==> config.mk <==
export PLATFORM = sky130hd
export DESIGN_NAME = phys_reg_free_list
export DESIGN_NICKNAME = d
export VERILOG_FILES = /design/src/rtl/core_types_pkg.sv /design/src/rtl/phys_reg_free_list.sv
export SDC_FILE = /design/constraint.sdc
export NUM_CORES = 1
export LEC_CHECK = 0
export CORE_MARGIN = 2
export CORE_UTILIZATION = 60
export CTS_CLUSTER_DIAMETER = 60
export DETAILED_ROUTE_END_ITERATION = 10
export PLACE_DENSITY = 0.81
export SYNTH_ARGS = -nofsm -noshare
export SYNTH_HDL_FRONTEND = slang
export SYNTH_SLANG_ARGS = --single-unit
==> constraint.sdc <==
create_clock -name CLK -period 28.3 [get_ports CLK]
set_clock_uncertainty 0.05 [all_clocks]
set_input_delay 5.66 -clock CLK [delete_from_list [all_inputs] [get_ports CLK]]
set_output_delay 5.66 -clock CLK [all_outputs]
set_load 0.1 [all_outputs]
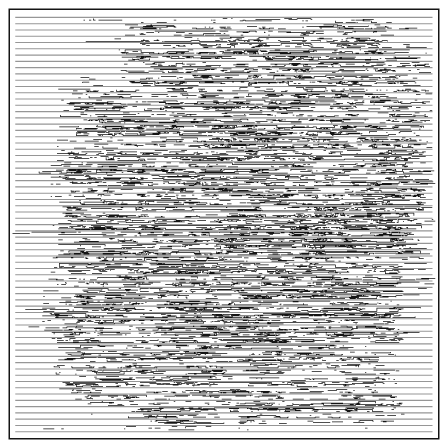
Figure 1: run 1, met1 routing.
Supply wires on this layer in grey.
1286 nets have wire on it. The layer carries 19400 um of wire. The longest straight run is 53.4 um.
aggregate routed wire length: 45.2 mm
fraction of met1 tracks used by global routing: 38.6%
total vias in the final route: 11700

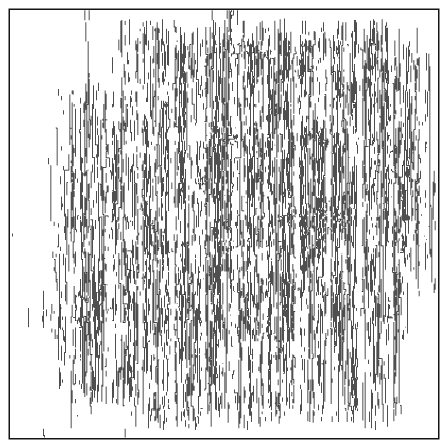
Figure 2: run 1, metal 2.
The layer carries 21.7 mm of wire. The layer holds 48% of the routed length. The wires run mostly vertical.
met2 demand-to-capacity share in global routing: 43.9%

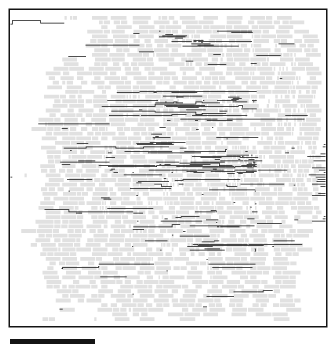
Figure 3: run 1, met3 routing.
The bar under the picture is 50 um long. Cells faint in the background.
The layer carries 2710 um of wire. The longest straight run is 68.5 um. 123 nets have wire on it. The wires run mostly horizontal.
met3 track utilization from global routing: 5.26%

==> results.txt <==
State of the implementation.

- The flow ran to the end, and the final reports show no timing, DRC or antenna violations.
- The transition time recorded at the tightest slew-check pin is between 1 and 1.5 ns.
- The number of flops mapped to enable cells by yosys is 0, for reference.
- The script logs the mean routed wire length per placed instance as 25.0 um.
- Counting endpoints that fail hold in the final report gives 0.
- The clock sink count is around 430, for reference.
- In the final layout, the share of cells above drive strength 1 is 51.9%.
- The number of cells on the worst hold path is listed as 1.
- Setup repair after global routing left no endpoint under its margin.
- The registers of the reported paths see a clock transition of roughly 0.06 ns.
- Across the run, the number of max-cap violations was 0.
- The post-layout net count is approximately 1400, for reference.
- The largest net degree at the start of global routing is ~150, for reference.
- The count of pins on the block boundary is 31, for reference.
- Across all stage logs, warnings added up to 28.
- Synthesis produced a netlist whose cell count is 1338.
- The max-slew check reports its worst relative slack as ~14%.
- The wire-length estimate of the detail-placed layout is 27.8 mm.
- The worst setup path is of the reg -> out kind.
- The setup slack of the worst register-to-register path is approximately 24 ns, for reference.
- The number of clock buffers inserted by TritonCTS is 43, for reference.
- The share of synthesized cell area in and, or, nand and nor gates is 4.38%, for reference.
- The maximum buffer depth of the clock tree is 3, for reference.
- The number of remaining DRC errors is 0, for reference.
- The max-slew violation total from the final report is 0, for reference.
- Note that the worst hold path type here is reg -> reg.
- The congestion estimate from routability-driven global placement came to approximately 0.84.
- Buffers placed on the I/O ports in this run total 30.
- The post-synthesis share of cell area spent on and-or and or-and gates is 2.96%, for reference.
- The initial antenna violation count is 0.
- TritonCTS built the clock tree.
- Per the synthesis report, the XOR/XNOR share of the synthesized area is less than 1%.
- The overall die size recorded for this design is between 0.03 and 0.04 sq mm.
- The fraction of registers with async set/reset is 100%, for reference.
- The wire length on met1 is 19.4 mm, for reference.
- The wire length on met2 is between 20 and 25 mm, for reference.
- Per the cell usage report, the commonest logic cells after layout are 398 x sky130_fd_sc_hd__mux2_2, 312 x sky130_fd_sc_hd__dfrtp_1, 113 x sky130_fd_sc_hd__dfstp_2, 103 x sky130_fd_sc_hd__mux4_2, 76 x sky130_fd_sc_hd__nor2_1.
- The final critical path time including I/O delays and setup is 10.28 ns, for reference.
- The number of inserted filler cells in the final layout is 2203, for reference.
- The data required time of the critical path is 22.59 ns, for reference.
- After synthesis, the chip area reported by Yosys is 0.0198 sq mm.
- The mux contribution to synthesized area is 34.5%, for reference.
- The number of different library cells used by synthesis comes to about 41.
- The count of buffers added by post-CTS timing repair for setup is 0, for reference.
- The post-route cell area is 0.0218 sq mm, for reference.
- Among all stages on the critical path, the largest delay is contributed by sky130_fd_sc_hd__dfrtp_4.
- The largest stage delay on the critical path is 0.99 ns, for reference.
- Once placement finished, the instance area stood at 0.0203 sq mm.
- After detailed routing, no signal wire sits above met4.
- Of the combinational cells, the family taking the most area is multiplexers.
- The violation count after the first detailed-route iteration is 1046, for reference.
- The highest supply drop recorded on VDD is 160 uV.
- The number of global-route vias before repair was 12200.
- The average size of a mapped cell is about 15 sq um, for reference.
- The count of hold buffers inserted by post-cts repair is 0, for reference.
- The signal on the critical path passes through buf_4, mux4_2, a22oi_1, a21oi_1, nor2_1, nor2_1, a211o_1, clkdlybuf4s50_1.
- Per the GRT log, the top usage layer is met2.
- The kind of end point of the critical path is a primary output, for reference.
- The register with the most flip-flops in the layout has 384 of them.
- The total of cells resized after clock tree synthesis is 0, for reference.
- The count of yosys warnings during synthesis is 0, for reference.
- In the final layout, the multi-input gates occupy 0.00853 sq mm.
- The placeable core region is ~0.032 sq mm, for reference.
- Timing would allow up to 97.3 MHz.
- The root buffer selected by CTS is sky130_fd_sc_hd__clkbuf_16, for reference.
- Summed over all layers, the global routing overflow is 0.
- The horizontal die size is 185 um, for reference.
- The area growth from synthesis to layout is 10.1%.
- The count of final setup violators is 0, for reference.
- In this run the number of H-tree levels came out at 2.
- The accumulated negative setup slack is 0 ns, for reference.
- Clock latency on the worst-skew pair, taken at its later pin, is around 0.54 ns.
- The cell total in the yosys stat output is between 1000 and 1500, for reference.
- The register cell area after layout is about 0.011 sq mm, for reference.
- The leakage component of the power was reported as 9.52 nW.
- Overall routing resource usage recorded by global route was 27.5%.
- In this run the cell area of the synthesized design comes to 0.0198 sq mm.
- The critical path's most frequent cell is sky130_fd_sc_hd__nor2_1, for reference.
run 1: logic make-up after synthesis:
logic type               count (synthesis)
multiplexers                           502
adder cells (fa/ha/maj)                  9
XOR/XNOR                                17
flip-flops                             427
buffers and inverters                  102
AND-OR/OR-AND                           93
AND/OR/NAND/NOR                        188
run 1: cells in the mapped netlist, types with 2 or more instances:
cell | count | area (sq um)
sky130_fd_sc_hd__a211o_1 | 5 | 43.8
sky130_fd_sc_hd__a21o_1 | 3 | 22.5
sky130_fd_sc_hd__a21oi_1 | 21 | 105
sky130_fd_sc_hd__a22oi_1 | 33 | 248
sky130_fd_sc_hd__and3_1 | 3 | 18.8
sky130_fd_sc_hd__buf_1 | 16 | 60.1
sky130_fd_sc_hd__buf_2 | 13 | 65.1
sky130_fd_sc_hd__clkbuf_1 | 61 | 229
sky130_fd_sc_hd__clkinv_1 | 3 | 11.3
sky130_fd_sc_hd__dfrtp_1 | 314 | 7860
sky130_fd_sc_hd__dfstp_2 | 113 | 2970
sky130_fd_sc_hd__ha_1 | 8 | 100
sky130_fd_sc_hd__inv_1 | 9 | 33.8
sky130_fd_sc_hd__mux2_2 | 398 | 4480
sky130_fd_sc_hd__mux4_2 | 103 | 2320
sky130_fd_sc_hd__nand2_1 | 54 | 203
sky130_fd_sc_hd__nand2b_1 | 3 | 18.8
sky130_fd_sc_hd__nand3_1 | 12 | 60.1
sky130_fd_sc_hd__nand3b_1 | 2 | 15.0
sky130_fd_sc_hd__nand4_1 | 2 | 12.5
sky130_fd_sc_hd__nor2_1 | 77 | 289
sky130_fd_sc_hd__nor2_2 | 4 | 25.0
sky130_fd_sc_hd__nor2b_1 | 6 | 37.5
sky130_fd_sc_hd__nor3_1 | 13 | 65.1
sky130_fd_sc_hd__nor4_1 | 2 | 12.5
sky130_fd_sc_hd__o21ai_0 | 24 | 120
sky130_fd_sc_hd__o22ai_1 | 5 | 31.3
sky130_fd_sc_hd__or3_1 | 3 | 18.8
sky130_fd_sc_hd__xnor2_1 | 13 | 114
sky130_fd_sc_hd__xor2_1 | 4 | 35.0
run 1: worst max-delay path: cells and delay by family, from the launching register on:
family / cells / cell delay, ns
buffers and inverters: 2 / 1.60
DFF: 1 / 0.99
AOI/OAI and AO/OA: 3 / 0.72
muxes: 1 / 0.39
and+or+nand+nor: 2 / 0.30
run 1: metrics by stage:
stage | hold WS [ns] | setup slack [ns] | total power [mW] | std cells | utilization (%)
after floorplan | 0.395 | 10.89 | 1.59 | 1338 | -
after global placement | 0.395 | 18.57 | 1.80 | 1733 | 62.7
after detailed placement | 0.399 | 18.50 | 1.83 | 1733 | 62.7
after CTS | 0.408 | 17.96 | 2.40 | 1811 | 67.0
after global routing | 0.415 | 17.73 | 2.50 | 1811 | 67.0
final | 0.404 | 18.02 | 2.40 | 1811 | 67.0
run 1: report_power, final:
part	switching [mW]	internal (mW)	leakage [nW]
sequential	0.119	0.827	5.44
combinational	0.518	0.361	3.38
clock	0.233	0.339	0.700
run 1: area by class of cell:
cell class,count,share of cell area [%]
timing repair buffer,43,1.69
inverter,12,0.242
sequential,427,49.8
clock inverter,14,0.823
multi-input combinational,809,39.2
tap,442,2.54
clock buffer,64,5.68
Power is estimated from default activity; no workload was simulated.
